--- src/rtl/pipe_hazard_ctrl.sv ---
// Y86-64 pipeline control: load/use, mispredict and ret hazards plus a RUN/DRAIN/HALT sequencer.
// Optional saturating performance counters are built only when PIPE_HAZARD_CTRL_PERF_EN is defined.
module pipe_hazard_ctrl #(
   parameter int CNT_W = 32
) (
   input  logic             clk,
   input  logic             rst,
   input  logic             start,
   input  logic [3:0]       D_icode,
   input  logic [3:0]       d_srcA,
   input  logic [3:0]       d_srcB,
   input  logic [3:0]       E_icode,
   input  logic [3:0]       E_dstM,
   input  logic             e_Cnd,
   input  logic [3:0]       M_icode,
   input  logic [3:0]       m_Stat,
   input  logic [3:0]       W_Stat,
   output logic             F_stall,
   output logic             D_stall,
   output logic             D_bubble,
   output logic             E_bubble,
   output logic             M_bubble,
   output logic             W_stall,
   output logic             set_cc,
   output logic             halted,
   output logic [3:0]       status,
   output logic [CNT_W-1:0] cyc_cnt,
   output logic [CNT_W-1:0] stall_cnt,
   output logic [CNT_W-1:0] mispred_cnt
);

   localparam logic [3:0] STAT_AOK   = 4'h8;
   localparam logic [3:0] REG_NONE   = 4'hF;
   localparam logic [3:0] I_MRMOVQ   = 4'h5;
   localparam logic [3:0] I_OPQ      = 4'h6;
   localparam logic [3:0] I_JXX      = 4'h7;
   localparam logic [3:0] I_RET      = 4'h9;
   localparam logic [3:0] I_POPQ     = 4'hB;

   typedef enum logic [1:0] {
      IDLE  = 2'd0,
      RUN   = 2'd1,
      DRAIN = 2'd2,
      HALT  = 2'd3
   } state_t;

   state_t     state;
   state_t     state_nxt;
   logic [3:0] status_nxt;

   logic loaduse;
   logic mispred;
   logic retp;
   logic m_exc;
   logic w_exc;
   logic exc;

   assign loaduse = ((E_icode == I_MRMOVQ) || (E_icode == I_POPQ)) &&
                    (E_dstM != REG_NONE) &&
                    ((E_dstM == d_srcA) || (E_dstM == d_srcB));
   assign mispred = (E_icode == I_JXX) && !e_Cnd;
   assign retp    = (D_icode == I_RET) || (E_icode == I_RET) || (M_icode == I_RET);
   assign m_exc   = (m_Stat != STAT_AOK);
   assign w_exc   = (W_Stat != STAT_AOK);
   assign exc     = m_exc || w_exc;

   always_ff @(posedge clk or posedge rst) begin
      if (rst) begin
         state  <= IDLE;
         status <= STAT_AOK;
      end else begin
         state  <= state_nxt;
         status <= status_nxt;
      end
   end

   always_comb begin
      state_nxt  = state;
      status_nxt = status;
      F_stall    = 1'b0;
      D_stall    = 1'b0;
      D_bubble   = 1'b0;
      E_bubble   = 1'b0;
      M_bubble   = 1'b0;
      W_stall    = 1'b0;
      set_cc     = 1'b0;
      halted     = 1'b0;
      case (state)
         IDLE: begin
            F_stall  = 1'b1;
            D_bubble = 1'b1;
            E_bubble = 1'b1;
            M_bubble = 1'b1;
            if (start) state_nxt = RUN;
         end
         RUN: begin
            F_stall  = loaduse | retp;
            // A mispredict squashes D, so a simultaneous load/use must not also hold it.
            D_stall  = loaduse & ~mispred;
            D_bubble = mispred | (retp & ~loaduse);
            E_bubble = mispred | loaduse;
            M_bubble = exc;
            W_stall  = w_exc;
            set_cc   = (E_icode == I_OPQ) & ~exc;
            if (w_exc) begin
               state_nxt  = HALT;
               status_nxt = W_Stat;
            end else if (m_exc) begin
               state_nxt = DRAIN;
            end
         end
         DRAIN: begin
            F_stall  = 1'b1;
            D_bubble = 1'b1;
            E_bubble = 1'b1;
            M_bubble = 1'b1;
            if (w_exc) begin
               state_nxt  = HALT;
               status_nxt = W_Stat;
            end
         end
         HALT: begin
            F_stall = 1'b1;
            D_stall = 1'b1;
            W_stall = 1'b1;
            halted  = 1'b1;
         end
         default: state_nxt = IDLE;
      endcase
   end

`ifdef PIPE_HAZARD_CTRL_PERF_EN
   localparam logic [CNT_W-1:0] CNT_MAX = {CNT_W{1'b1}};
   localparam logic [CNT_W-1:0] CNT_ONE = {{(CNT_W-1){1'b0}}, 1'b1};

   logic active;
   assign active = (state == RUN) || (state == DRAIN);

   always_ff @(posedge clk or posedge rst) begin
      if (rst) begin
         cyc_cnt     <= '0;
         stall_cnt   <= '0;
         mispred_cnt <= '0;
      end else begin
         if (active && (cyc_cnt != CNT_MAX))
            cyc_cnt <= cyc_cnt + CNT_ONE;
         if ((state == RUN) && F_stall && (stall_cnt != CNT_MAX))
            stall_cnt <= stall_cnt + CNT_ONE;
         if ((state == RUN) && mispred && (mispred_cnt != CNT_MAX))
            mispred_cnt <= mispred_cnt + CNT_ONE;
      end
   end
`else
   assign cyc_cnt     = '0;
   assign stall_cnt   = '0;
   assign mispred_cnt = '0;
`endif

endmodule
--- config.mk ---
export PLATFORM = sky130hd
export DESIGN_NAME = pipe_hazard_ctrl
export DESIGN_NICKNAME = d
export VERILOG_FILES = /design/src/rtl/pipe_hazard_ctrl.sv
export SDC_FILE = /design/constraint.sdc
export NUM_CORES = 1
export LEC_CHECK = 0
export CAP_MARGIN = 10
export CORE_MARGIN = 8
export CORE_UTILIZATION = 32
export CTS_BUF_LIST = sky130_fd_sc_hd__clkbuf_16
export DETAILED_ROUTE_END_ITERATION = 6
export PLACE_DENSITY = 0.92
export SLEW_MARGIN = 20
export SYNTH_ARGS = -nofsm -noshare
export SYNTH_HDL_FRONTEND = slang
export SYNTH_SLANG_ARGS = --single-unit
--- constraint.sdc ---
create_clock -name clk -period 2.58 [get_ports clk]
set_clock_uncertainty 0.1 [all_clocks]
set_input_delay 0.516 -clock clk [delete_from_list [all_inputs] [get_ports clk]]
set_output_delay 0.516 -clock clk [all_outputs]
set_load 0.01 [all_outputs]
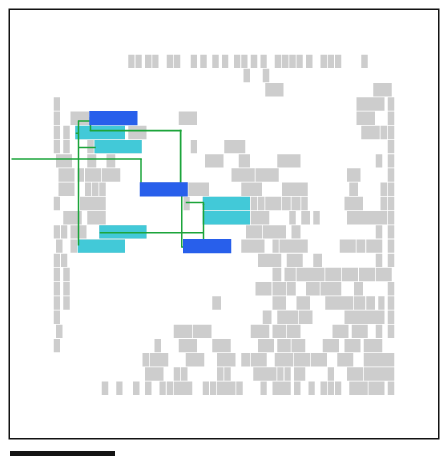
(images/clk_routes.png)
Bar = 20 um.
Key: green = clock wires [length 143 um]; cyan = flip-flops [count 6]; blue = clock drivers [count 3]
There are 4 routed clock nets.
clk_lat worst skew: 0.23 ns
clock power share: 21.6%
power in the clock group: 255 uW

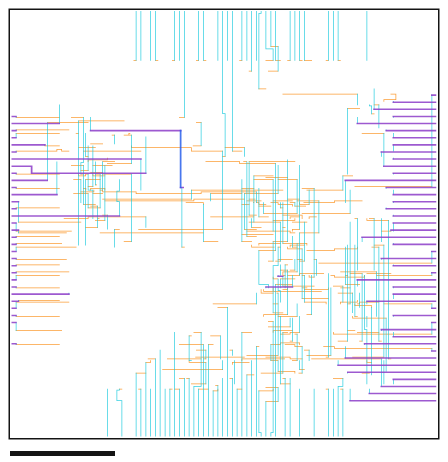
(images/wires.png)
Bar = 20 um.
Key: orange = metal 1 [wire length 1180 um]; purple = metal 3 [wire length 564 um]; cyan = metal 2 [wire length 1810 um]; blue = metal 4 [wire length 10.9 um]
vias after detailed routing: 993
overall track demand over capacity in global routing: 8.80%
average routed wire per standard cell: 12.9 um
Final Routed Wirelength: 3560 um

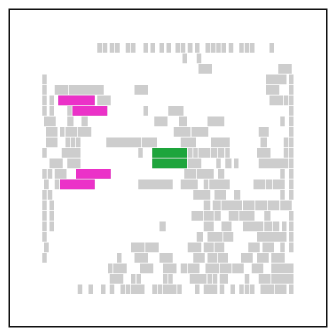
(images/flops_by_reg.png)
Other cells in gray.
Key: green = state [flops 2]; magenta = status [flops 4, where left middle]
sequential cell power: 189 uW
post-layout util: 39.8%
area used by sequential logic in the layout: 151 sq um
share of the final layout cell area in sequential cells: 8.93%

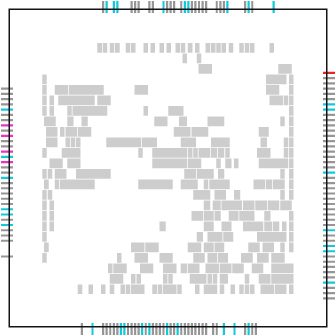
(images/io_placement.png)
Pins as bars across the die edge, other pins in gray.
Key: cyan = stall_cnt [pins 32, direction output, edge 10 bottom, 9 top, 7 right, 6 left]; red = M_bubble [pins 1, direction output, edge right]; magenta = status [pins 4, direction output, edge left]
All pins by edge: 44 right, 40 bottom, 31 left, 29 top.
Port Buffers: 47
die width: 81.9 um
Die H: 81.9 um

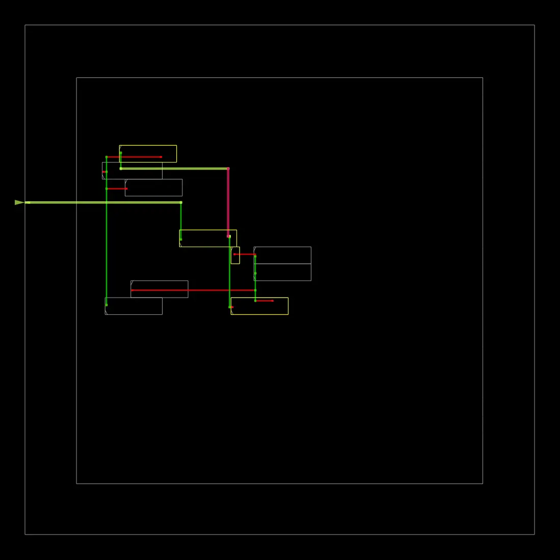
(images/clocks.png)
TritonCTS buffer count: 3
sequential cells: 6
clkbuf count: 3

==> qor.json <==
{
  "outcome": {
    "outcome": "finished, final reports clean"
  },
  "detailed_routing": {
    "drt-pass1-iter-count": 4
  },
  "worst_setup_path": {
    "crit_fanout": 2,
    "cp.required_ns": 1.96,
    "critical_path.reg2reg.startpoint": "state[1]",
    "cp_num_cells": 5
  },
  "yosys": {
    "synthAdderAreaFrac_pct": 5.40,
    "synthFlopType": "dfrtp_1",
    "synth-warning-count": 0,
    "netlist.area_leader.share_pct": 51.8,
    "yosysUniqueCellTypes": 34,
    "syn_area_cell_sq_um": 8.37,
    "synthXorXnorAreaFrac_pct": 5.04,
    "ys_seq_elements": 6,
    "flip_flops_with_a_built_in_enable": 0,
    "async_flop_share_pct": 100
  },
  "layout": {
    "reg.largest.list": "status: 4 flops, state: 2 flops",
    "logic_area_sq_um": 901,
    "layout.cells.non_filler": 276,
    "logic_gate_count": 154,
    "area_dominant_class": "logic gates",
    "num-fill-cells": 441,
    "final_antenna_diode_count": 0
  },
  "pwr": {
    "peak_vdd_ir_uv": 481,
    "power-per-cell-area_nw_per_um2": 697,
    "seqPwrFrac_pct": 16.0
  },
  "grt": {
    "grt_busiest_layer": "met2",
    "met3_usage_pct": 3.94
  },
  "floorplan": {
    "fp.coreArea_sq_um": 4260
  },
  "clock_tree": {
    "tritoncts_num_sinks": 6,
    "clockRootBuffer": "clkbuf_16",
    "cts_hold_buffers": 0
  },
  "timing": {
    "finalHoldViolCount": 0
  }
}
Power figures rest on the tool's default switching activity, not on a simulated workload.
